--- config.mk ---
export PLATFORM = sky130hd
export DESIGN_NAME = mem_port_arbiter
export DESIGN_NICKNAME = d
export VERILOG_FILES = /design/src/rtl/core_pkg.sv /design/src/rtl/arb_wait_timer.sv /design/src/rtl/mem_port_arbiter.sv
export SDC_FILE = /design/constraint.sdc
export NUM_CORES = 1
export LEC_CHECK = 0
export CAP_MARGIN = 10
export CELL_PAD_IN_SITES_DETAIL_PLACEMENT = 1
export CELL_PAD_IN_SITES_GLOBAL_PLACEMENT = 1
export CORE_MARGIN = 2
export CORE_UTILIZATION = 29
export CTS_CLUSTER_SIZE = 24
export DETAILED_ROUTE_END_ITERATION = 12
export PLACE_DENSITY = 0.76
export SLEW_MARGIN = 40
export SYNTH_ARGS = -nofsm -noshare
export SYNTH_HDL_FRONTEND = slang
export SYNTH_SLANG_ARGS = --single-unit
--- constraint.sdc ---
create_clock -name clk -period 2 [get_ports clk]
set_clock_uncertainty 0.15 [all_clocks]
set_input_delay 0.4 -clock clk [delete_from_list [all_inputs] [get_ports clk]]
set_output_delay 0.4 -clock clk [all_outputs]
set_load 0.1 [all_outputs]
--- src/rtl/core_pkg.sv ---
// Shared types and default widths for the memory-port arbiter.
package core_pkg;

  localparam int ADDR_W = 32;
  localparam int DATA_W = 32;
  localparam int STRB_W = DATA_W / 8;

  typedef enum logic [1:0] {
    IDLE    = 2'd0,
    GNT_MEM = 2'd1,
    GNT_IF  = 2'd2
  } arb_state_e;

endpackage

--- src/rtl/arb_wait_timer.sv ---
// Saturating bus-wait counter with a sticky timeout flag.
// The count restarts at every grant entry; the flag survives until reset.
module arb_wait_timer #(
  parameter int MAX_WAIT = 15
) (
  input  logic clk,
  input  logic rst,
  input  logic i_clr,
  input  logic i_en,
  output logic o_timeout_err
);

  localparam int CNT_W = (MAX_WAIT < 1) ? 1 : $clog2(MAX_WAIT + 1);
  localparam logic [CNT_W-1:0] CNT_MAX = CNT_W'(MAX_WAIT);

  logic [CNT_W-1:0] r_cnt;
  logic [CNT_W-1:0] w_cnt_nxt;
  logic             r_timeout_err;

  // Next count: clear wins, otherwise count wait cycles up to the ceiling.
  always_comb begin
    w_cnt_nxt = r_cnt;
    if (i_clr) begin
      w_cnt_nxt = '0;
    end else if (i_en && (r_cnt != CNT_MAX)) begin
      w_cnt_nxt = r_cnt + CNT_W'(1);
    end
  end

  // Counter register and sticky flag; the flag sets on the edge the count reaches the ceiling.
  always_ff @(posedge clk or negedge rst) begin
    if (!rst) begin
      r_cnt         <= '0;
      r_timeout_err <= 1'b0;
    end else begin
      r_cnt <= w_cnt_nxt;
      if (i_en && !i_clr && (w_cnt_nxt == CNT_MAX)) begin
        r_timeout_err <= 1'b1;
      end
    end
  end

  assign o_timeout_err = r_timeout_err;

endmodule

--- src/rtl/mem_port_arbiter.sv ---
// Shares one memory bus between instruction fetch and the MEM stage.
// Each pipeline step serves MEM first (older instruction), then IF, and
// holds the pipeline via stall_pipe until every access of the step is done.
//
// state   | meaning
// --------+------------------------------------------------------------
// IDLE    | arbitration cycle, bus idle
// GNT_MEM | bus granted to the load/store latched from EX/MEM
// GNT_IF  | bus granted to the instruction fetch latched from the PC
module mem_port_arbiter #(
  parameter int ADDR_W   = core_pkg::ADDR_W,
  parameter int DATA_W   = core_pkg::DATA_W,
  parameter int MAX_WAIT = 15
) (
  input  logic                  clk,
  input  logic                  rst,
  input  logic                  if_req,
  input  logic [ADDR_W-1:0]     if_addr,
  output logic [DATA_W-1:0]     if_rdata,
  input  logic                  mem_r_in,
  input  logic                  mem_w_in,
  input  logic [ADDR_W-1:0]     mem_addr,
  input  logic [DATA_W-1:0]     mem_wdata,
  input  logic [DATA_W/8-1:0]   mem_wstrb,
  output logic [DATA_W-1:0]     mem_rdata,
  output logic                  bus_req,
  output logic                  bus_we,
  output logic [ADDR_W-1:0]     bus_addr,
  output logic [DATA_W-1:0]     bus_wdata,
  output logic [DATA_W/8-1:0]   bus_wstrb,
  input  logic [DATA_W-1:0]     bus_rdata,
  input  logic                  bus_ready,
  output logic                  stall_pipe,
  output logic                  timeout_err
);

  import core_pkg::*;

  localparam int BYTE_LANES = DATA_W / 8;

  arb_state_e              r_state;
  logic                    r_bus_req;
  logic                    r_bus_we;
  logic [ADDR_W-1:0]       r_bus_addr;
  logic [DATA_W-1:0]       r_bus_wdata;
  logic [BYTE_LANES-1:0]   r_bus_wstrb;

  logic                    r_mem_srv;
  logic                    r_if_srv;
  logic [DATA_W-1:0]       r_mem_rdata_q;
  logic [DATA_W-1:0]       r_if_rdata_q;

  logic                    w_mreq;
  logic                    w_mem_pend;
  logic                    w_if_pend;
  logic                    w_mfin;
  logic                    w_ifin;
  logic                    w_stall;
  logic                    w_grant_entry;
  logic                    w_wait;

  // Request decode and completion strobes.
  always_comb begin
    w_mreq        = mem_r_in | mem_w_in;
    w_mem_pend    = w_mreq & ~r_mem_srv;
    w_if_pend     = if_req & ~r_if_srv;
    w_mfin        = (r_state == GNT_MEM) & bus_ready;
    w_ifin        = (r_state == GNT_IF) & bus_ready;
    w_stall       = (w_mreq & ~(r_mem_srv | w_mfin)) |
                    (if_req & ~(r_if_srv | w_ifin));
    // A new grant starts either from IDLE or back-to-back after MEM completes.
    w_grant_entry = ((r_state == IDLE) & (w_mem_pend | w_if_pend)) |
                    (w_mfin & w_if_pend);
    w_wait        = (r_state != IDLE) & ~bus_ready;
  end

  // Arbitration FSM; the bus command is latched on grant entry and held for the whole grant.
  always_ff @(posedge clk or negedge rst) begin
    if (!rst) begin
      r_state     <= IDLE;
      r_bus_req   <= 1'b0;
      r_bus_we    <= 1'b0;
      r_bus_addr  <= '0;
      r_bus_wdata <= '0;
      r_bus_wstrb <= '0;
    end else begin
      case (r_state)
        IDLE: begin
          if (w_mem_pend) begin
            r_state     <= GNT_MEM;
            r_bus_req   <= 1'b1;
            r_bus_we    <= mem_w_in;
            r_bus_addr  <= mem_addr;
            r_bus_wdata <= mem_w_in ? mem_wdata : '0;
            r_bus_wstrb <= mem_w_in ? mem_wstrb : '0;
          end else if (w_if_pend) begin
            r_state     <= GNT_IF;
            r_bus_req   <= 1'b1;
            r_bus_we    <= 1'b0;
            r_bus_addr  <= if_addr;
            r_bus_wdata <= '0;
            r_bus_wstrb <= '0;
          end
        end
        GNT_MEM: begin
          if (bus_ready) begin
            if (w_if_pend) begin
              r_state     <= GNT_IF;
              r_bus_req   <= 1'b1;
              r_bus_we    <= 1'b0;
              r_bus_addr  <= if_addr;
              r_bus_wdata <= '0;
              r_bus_wstrb <= '0;
            end else begin
              r_state     <= IDLE;
              r_bus_req   <= 1'b0;
              r_bus_we    <= 1'b0;
              r_bus_addr  <= '0;
              r_bus_wdata <= '0;
              r_bus_wstrb <= '0;
            end
          end
        end
        GNT_IF: begin
          if (bus_ready) begin
            r_state     <= IDLE;
            r_bus_req   <= 1'b0;
            r_bus_we    <= 1'b0;
            r_bus_addr  <= '0;
            r_bus_wdata <= '0;
            r_bus_wstrb <= '0;
          end
        end
        default: begin
          r_state     <= IDLE;
          r_bus_req   <= 1'b0;
          r_bus_we    <= 1'b0;
          r_bus_addr  <= '0;
          r_bus_wdata <= '0;
          r_bus_wstrb <= '0;
        end
      endcase
    end
  end

  // Served flags remember completed accesses until the pipeline advances; read data is held for the next step.
  always_ff @(posedge clk or negedge rst) begin
    if (!rst) begin
      r_mem_srv     <= 1'b0;
      r_if_srv      <= 1'b0;
      r_mem_rdata_q <= '0;
      r_if_rdata_q  <= '0;
    end else begin
      if (w_stall) begin
        if (w_mfin) r_mem_srv <= 1'b1;
        if (w_ifin) r_if_srv  <= 1'b1;
      end else begin
        r_mem_srv <= 1'b0;
        r_if_srv  <= 1'b0;
      end
      if (w_mfin && !r_bus_we) r_mem_rdata_q <= bus_rdata;
      if (w_ifin)              r_if_rdata_q  <= bus_rdata;
    end
  end

  arb_wait_timer #(
    .MAX_WAIT (MAX_WAIT)
  ) u_wait_timer (
    .clk           (clk),
    .rst           (rst),
    .i_clr         (w_grant_entry),
    .i_en          (w_wait),
    .o_timeout_err (timeout_err)
  );

  assign bus_req    = r_bus_req;
  assign bus_we     = r_bus_we;
  assign bus_addr   = r_bus_addr;
  assign bus_wdata  = r_bus_wdata;
  assign bus_wstrb  = r_bus_wstrb;
  assign stall_pipe = w_stall;
  // Completing data bypasses the hold register so the pipeline can take it on the same edge.
  assign mem_rdata  = w_mfin ? bus_rdata : r_mem_rdata_q;
  assign if_rdata   = w_ifin ? bus_rdata : r_if_rdata_q;

endmodule

==> ci_impl_report.md, run 1 <==
### Flow metrics

| Metric | Value |
|---|---|
| Outcome | finished, violations left |
| Violated checks | setup timing |
| Tool warnings | 31 |
| First-pass DRT Iterations | 4 |
| CTS clk-pin slew, worst paths | approximately 70 ps |
| Yosys cell types | between 40 and 50 |
| Crit-path max FO | 6 |
| Fin area | approximately 12000 um2 |
| Iter 0 DRT Violations | approximately 110 |
| Non-clock buffering overhead | 0.4108 |
| Vias per cell | 4.946 |
| Synth Flop Type | dfrtp_1 |
| Arrival @ worst endpoint | between 2000 and 2500 ps |
| Worst Tran Pin Value | between 400 and 500 ps |
| Post-Syn Area | roughly 6100 um2 |
| Layout cell share with drive strength beyond 1 | 0.4548 |
| Flop share of the area | 0.2915 |
| Post-synthesis area per instance | between 10 and 15 um2 |
| Simple-Gate Fraction of Synth Area | 0.02290 |
| Final worst setup slack | -580.3 ps |
| Logic family by area | multiplexers |
| Synth Warn # | 0 |
| Global-route wire length before repair | roughly 36 mm |
| DP HPWL | approximately 16 mm |
| Filler Cells Inserted | around 1.9k |
| Max stage delay on crit path | slightly above 400 ps |
| Final Wtd Congestion | about 0.78 |
| R2R setup slack | -40 ps |
| Largest net degree at the start of global routing | around 41 |
| Initial antenna violation count | 0 |
| Number of enable flip-flop cells | 0 |
| R2r worst-path depth | 7 |
| CTS Buf Count | 17 |
| Synth cell count leaders | dfrtp_1, mux2_2, a22o_1 |
| Synth Area in Compound Gates | 0.1634 |
| Final hold violation count | 0 |
| Clock Sinks | 143 |
| Path length in cells of the critical path | 7 |
| Via count of the first global-routing pass | about 6k |
| Mux area share | 0.1817 |
| Biggest area cells | dfrtp_1, mux2_2, mux2_1 |
| Achievable Freq | a little under 400 MHz |
| Worst reg2reg endpoint | r_mem_rdata_q[2] |
| Fin util | 0.6030 |
| Min-delay worst type | primary input to asynchronous set/reset pin |
| Flop area | around 3600 um2 |
| Number of max-cap violations | 0 |
| YS chip area | a little over 6000 um2 |
| Final #Nets | about 900 |
| Worst setup path startpoint | r_state[0] |
| Crit Path Class | register to primary output |
| XOR/XNOR Area Share | 0.001444 |
| CTS tree | built |
| Cell family with most CP delay | buffers and inverters |
| ANT nets after route | 0 |
| Non-clock buffer count | 355 |
| Post-synthesis async set-or-reset flop share | 1.000 |
| Slew Limit Headroom | 0.6924 |
| Clock buffer depth | 2 |
| PostCTS Resize Cnt | between 50 and 60 |
| Core ar. | 20360 um2 |
| Mapped Nets | 572 |
| ClkCell Share | 0.04656 |
| Adder share | 0.008251 |
| Crit. End Element | primary output |
| R2r startpoint | r_state[1] |
| Root Buffer | clkbuf_16 |
| Post-DP Area | ~11000 um2 |
| # DRC | 0 |
| GRT overflow | 0 |
| Dominant kind of cell | buffers |
| Most frequent cells in the layout | buf_12, dfrtp_1, clkdlybuf4s50_1 |
| Cells in synth_stat.txt | approximately 430 |
| Inverter count | 5 |
| WL final | roughly 24 mm |
| Yosys reg bits | around 140 |
| Via count | roughly 5.2k |
| Most common cell in the netlist | dfrtp_1 |
| N_taps | between 200 and 300 |
| Antenna diodes | 0 |
| Inst Count DP | ~980 |
| Rows | between 50 and 60 |
| Starting Density | 0.2979 |
| CTS H-Tree Depth | 4 |
| Cells after Synth | between 400 and 500 |
| Worst setup SP type | register |
| CTS Hold Bufs | 1 |
| Slew Limit Fails | 0 |
| Post-CTS Setup Bufs | 29 |
| Synth-to-layout area growth | 102.5% |
| CP Capture Point | if_rdata[1] |
| Fin Hold WS | 299.4 ps |
| Pre-CTS setup slack | -473.9 ps |
| Crit path buf inv count | 4 |
| Ports | about 270 |
| Setup TNS Final | -35790 ps |
| Die area | between 20000 and 25000 um2 |
| Gate Area | 2728 um2 |
| Flop count | about 140 |
| Post-synthesis sequential area ratio | 0.5899 |
| Slowest-stage cell, CP | dfrtp_1 |
| Synth area leader | dfrtp_1 |
| Area leader share | 0.5899 |
| Most frequent CP cell | buf_12 |
| Final setup violation count | between 90 and 100 |
| Min Tclk post-route | roughly 2600 ps |
| Crit path cell chain | inv_2 -> ha_4 -> and2_4 -> buf_12 -> buf_4 -> mux2_4 -> buf_12 |
| Crit path DRT | between 1000 and 1500 ps |
| Cycle use final | 1.290 |
| Multi-input comb cells | ~250 |
| RSZ-0062 raised after global routing | yes |
-- run 1: worst reg2reg max path, delay by kind of cell, from the launching register on --
kind / cells / cell delay [ps]
buf+inv: 3 / 470
flops: 1 / 440
simple gates: 2 / 370
mux: 1 / 340
fa+ha+maj: 1 / 150
-- run 1: flip-flops by register name (all words and copies together) (netlist names) --
name	flops
bus_addr	32
bus_req	1
bus_wdata	32
bus_we	1
bus_wstrb	4
r_if_rdata_q	32
r_if_srv	1
r_mem_rdata_q	32
r_mem_srv	1
r_state	2
u_wait_timer.o_timeout_err	1
u_wait_timer.r_cnt	4
-- run 1: routing by layer --
layer / track usage / vias up / routed length, um
met5: 0 / - / 0
met4: 0.06429 / 0 / 412
met3: 0.07025 / 27 / 1879
met2: 0.3924 / 202 / 13290
met1: 0.2315 / 2679 / 8739
li1: - / 2310 / -
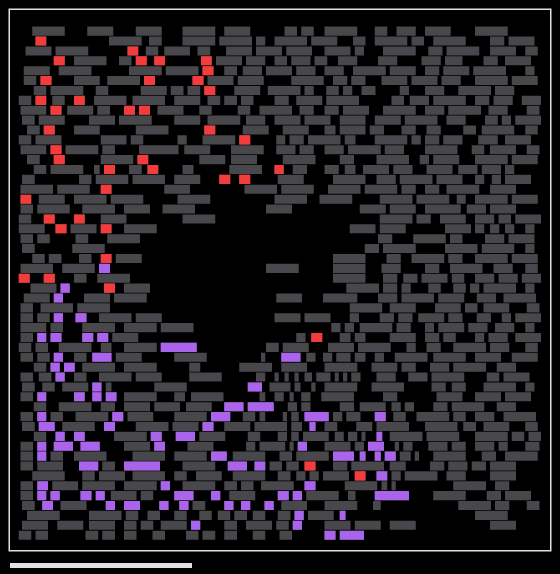
(run_1/gate_families.png)
Scale bar: 50 um.
[inverting AOI/OAI gates] purple | cells: 81
[AND-OR and OR-AND gates] red | cells: 40
logic share of the area: 0.2221
most numerous logic cell after layout: buf_12
fin cells: 1055

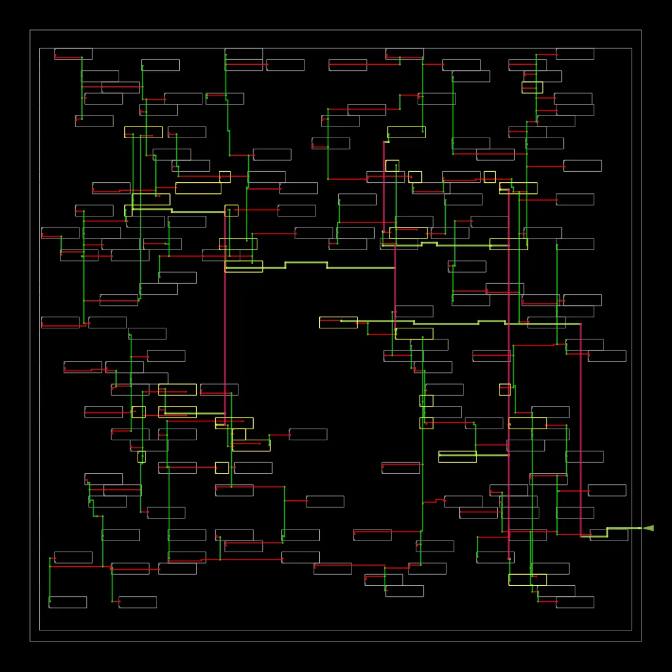
(run_1/final_clocks.png)
insertion delay at the late pin of the worst-skew pair: 430 ps
CLK BUF: 18

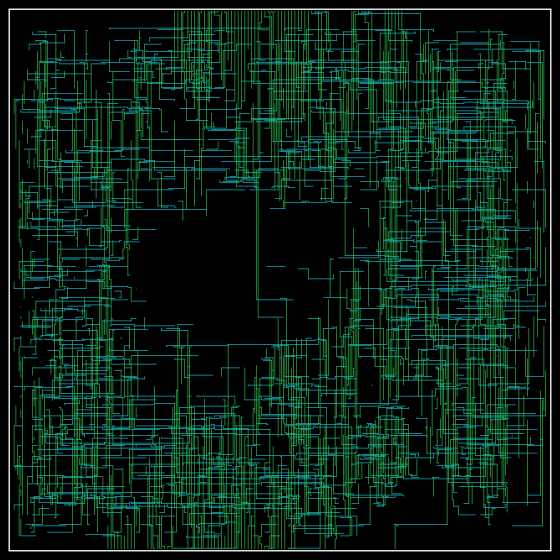
(run_1/metal_stack.png)
Two of the layers only.
[met2] green | wire length: 13300 um
[met1] cyan | wire length: 8740 um
WL/cell: 23.05 um
GR Util All Layers: 0.2129

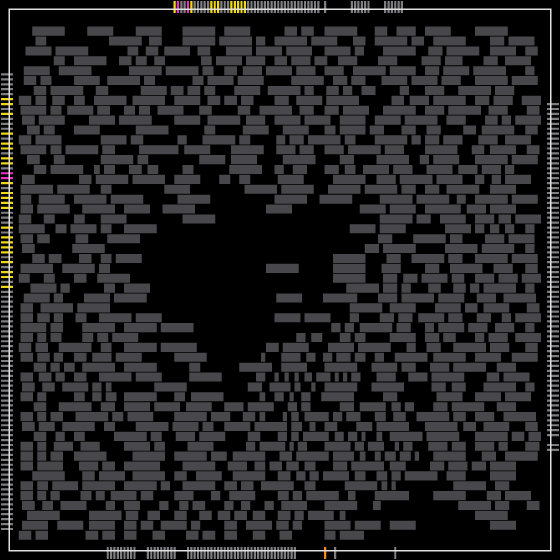
(run_1/pins.png)
Pins as bars across the die edge, other pins in grey.
[mem_wstrb] magenta | pins: 4 | direction: input | edge: 2 top, 2 left
[mem_wdata] yellow | pins: 32 | direction: input | edge: 22 left, 10 top
[bus_ready] orange | pins: 1 | direction: input | edge: bottom
all pins by edge: 93 left, 70 right, 57 top, 54 bottom
Die Ht: 148.6 um
number of I/O port buffers: 273
DIE WIDTH: 148.6 um

==> run_1/registers.png <==
Scale bar: 50 um. Other sequential cells in the stronger grey, the rest of the logic in the fainter grey.
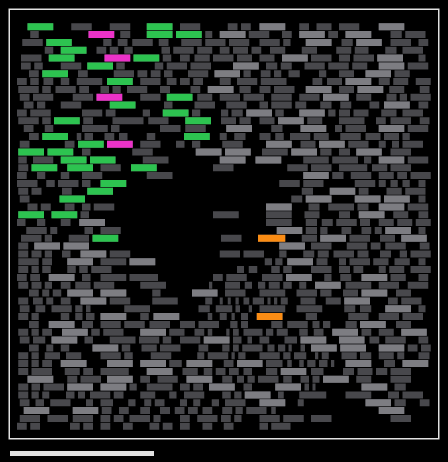

==> inputs of run 2 (changes only) <==
Settings changed: PLACE_DENSITY 0.76 to 0.85.
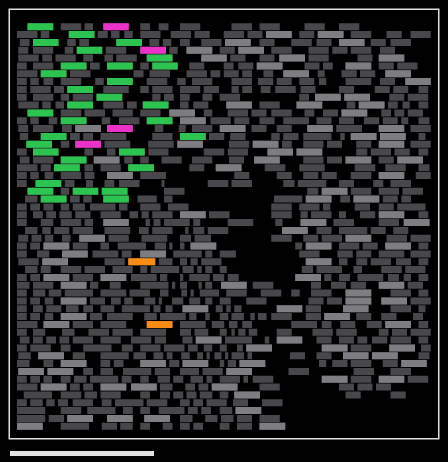
(run_2/registers.png)
Scale bar: 50 um. Other sequential cells in the stronger grey, the rest of the logic in the fainter grey.
[r_state] orange | flops: 2
[bus_wstrb] magenta | flops: 4 | where: top left
[bus_wdata] green | flops: 32
not coloured: 105
Flop area: 3580 um2
fin util: 0.6497

==> run 2 against run 1 <==
Effect of this change:
- synthesized cell count did not move
- wire length up 23%
- worst setup slack got worse by 58 ps
- final cell count is 0.95% higher
- largest cell class unchanged
- critical path type unchanged
- sequential cell count unchanged
- global-route usage grew 3.6 points
- maximum frequency decreased by 2.2%
- utilization rose by 4.7 points
- the run still ends with setup timing left
- first-iteration DRC count rose by 51%
- sequential share of layout area fell by 2.1 points
==> ci_impl_report.md, run 2 <==
### Flow metrics

| Metric | Value |
|---|---|
| Filler Cells Inserted | 1721 (-8.2%) |
| Achievable Freq | 379.1 MHz (-2.2%) |
| Fin Hold WS | 308.9 ps (+9.570 ps) |
| Outcome | finished, violations left |
| Mux area share | 0.1817 (unchanged) |
| Fin cells | 1065 (+0.95%) |
| Min-delay worst type | primary input to asynchronous set/reset pin |
| Mapped Nets | 572 (unchanged) |
| GRT overflow | 0 (unchanged) |
| Post-Syn Area | 6066 um2 (unchanged) |
| Yosys cell types | 41 (unchanged) |
| Tool warnings | 31 (unchanged) |
| Ports | 274 (unchanged) |
| Via count of the first global-routing pass | 6365 (+4.6%) |
| Antenna diodes | 0 (unchanged) |
| Area leader share | 0.5899 (unchanged) |
| Synth Flop Type | dfrtp_1 |
| Post-synthesis async set-or-reset flop share | 1.000 (unchanged) |
| Synth area leader | dfrtp_1 |
| Violated checks | setup timing |
| Largest net degree at the start of global routing | 40 (-2.4%) |
| Yosys reg bits | 143 (unchanged) |
| Starting Density | 0.2979 (unchanged) |
| Number of enable flip-flop cells | 0 (unchanged) |
| XOR/XNOR Area Share | 0.001444 (unchanged) |
| Flop count | 143 (unchanged) |
| Worst setup SP type | register |
| Final worst setup slack | -638.0 ps (-57.68 ps) |
| Die area | 22090 um2 (unchanged) |
| Post-synthesis area per instance | 14.11 um2 (unchanged) |
| Die Ht | 148.6 um (unchanged) |
| Inverter count | 5 (unchanged) |
| Slew Limit Headroom | 0.6786 (-0.01381) |
| Synth-to-layout area growth | 118.1% |
| # DRC | 0 (unchanged) |
| Vias per cell | 5.271 (+6.6%) |
| Crit-path max FO | 5 (-1) |
| Final #Nets | 924 (+1.1%) |
| Fin area | 13230 um2 (+7.7%) |
| Pre-CTS setup slack | -471.9 ps (+2.066 ps) |
| Final hold violation count | 0 (unchanged) |
| Post-synthesis sequential area ratio | 0.5899 (unchanged) |
| YS chip area | 6066 um2 (unchanged) |
| Crit path DRT | 1450 ps (about the same) |
| Multi-input comb cells | 250 (unchanged) |
| Final Wtd Congestion | 0.7677 (-1.1%) |
| DIE WIDTH | 148.6 um (unchanged) |
| Worst setup path startpoint | r_state[1] |
| Initial antenna violation count | 0 (unchanged) |
| WL final | 30.03 mm (+23%) |
| PostCTS Resize Cnt | 128 (+130%) |
| Synth Area in Compound Gates | 0.1634 (unchanged) |
| Dominant kind of cell | buffers |
| Flop share of the area | 0.2705 (-0.02095) |
| Crit path cell chain | buf_6 -> ha_4 -> and2_4 -> buf_12 -> buf_4 -> mux2_4 -> buf_12 |
| Biggest area cells | dfrtp_1, mux2_2, mux2_1 |
| Via count | 5614 (+7.6%) |
| N_taps | 270 (unchanged) |
| Post-CTS Setup Bufs | 29 (unchanged) |
| Slowest-stage cell, CP | dfrtp_1 |
| Non-clock buffer count | 365 (+2.8%) |
| Gate Area | 3269 um2 (+20%) |
| ANT nets after route | 0 (unchanged) |
| Final setup violation count | 130 (+40%) |
| CTS tree | built |
| R2r worst-path depth | 9 (+2) |
| Most common cell in the netlist | dfrtp_1 |
| WL/cell | 28.20 um (+22%) |
| Logic share of the area | 0.2471 (+0.02498) |
| Layout cell share with drive strength beyond 1 | 0.5509 (+0.09617) |
| Most frequent CP cell | buf_12 |
| Min Tclk post-route | 2638 ps (+57.68 ps) |
| R2R setup slack | -290 ps (-250 ps) |
| Logic family by area | multiplexers |
| Root Buffer | clkbuf_16 |
| Insertion delay at the late pin of the worst-skew pair | 420 ps (about the same) |
| Cells after Synth | 430 (unchanged) |
| Crit Path Class | register to primary output |
| Iter 0 DRT Violations | 162 (+51%) |
| Rows | 52 (unchanged) |
| CTS clk-pin slew, worst paths | 70 ps (about the same) |
| Synth cell count leaders | dfrtp_1, mux2_2, a22o_1 |
| CTS H-Tree Depth | 4 (unchanged) |
| Worst Tran Pin Value | 482.1 ps (+21.02 ps) |
| CLK BUF | 18 (unchanged) |
| Global-route wire length before repair | 40.79 mm (+14%) |
| Setup TNS Final | -46760 ps (-10980 ps) |
| Number of max-cap violations | 0 (unchanged) |
| ClkCell Share | 0.04246 (-0.004103) |
| Arrival @ worst endpoint | 2090 ps (+60 ps) |
| Cycle use final | 1.319 (+0.02884) |
| Worst reg2reg endpoint | r_mem_rdata_q[3] |
| Inst Count DP | 972 (-0.72%) |
| Clock Sinks | 143 (unchanged) |
| Synth Warn # | 0 (unchanged) |
| DP HPWL | 16.23 mm (about the same) |
| R2r startpoint | r_state[1] |
| Adder share | 0.008251 (unchanged) |
| CTS Hold Bufs | 1 (unchanged) |
| Core ar. | 20360 um2 (unchanged) |
| Crit. End Element | primary output |
| Max stage delay on crit path | 410 ps (about the same) |
run 2: worst max path at each step:
stage | to | slack [ps]
3_5_place_dp | if_rdata[25] | -470
3_3_place_gp | if_rdata[24] | -440
5_1_grt | if_rdata[3] | -690
2_1_floorplan | mem_rdata[10] | -70
6_report | if_rdata[31] | -640
4_1_cts | if_rdata[19] | -640
run 2: routing by layer:
layer / vias to the layer above / GRT usage / wire length (um)
met4: 0 / 0.09143 / 983
met2: 261 / 0.4500 / 16150
met5: - / 0 / 0
li1: 2357 / - / -
met3: 53 / 0.06902 / 1759
met1: 2943 / 0.2789 / 11140
run 2: worst max-delay path, delay by kind of cell, from the launching register on:
family	cells	cell delay [ps]
buffers and inverters	4	590
AND/OR/NAND/NOR	1	170
multiplexers	1	320
flip-flops	1	410
adder cells (fa/ha/maj)	1	160
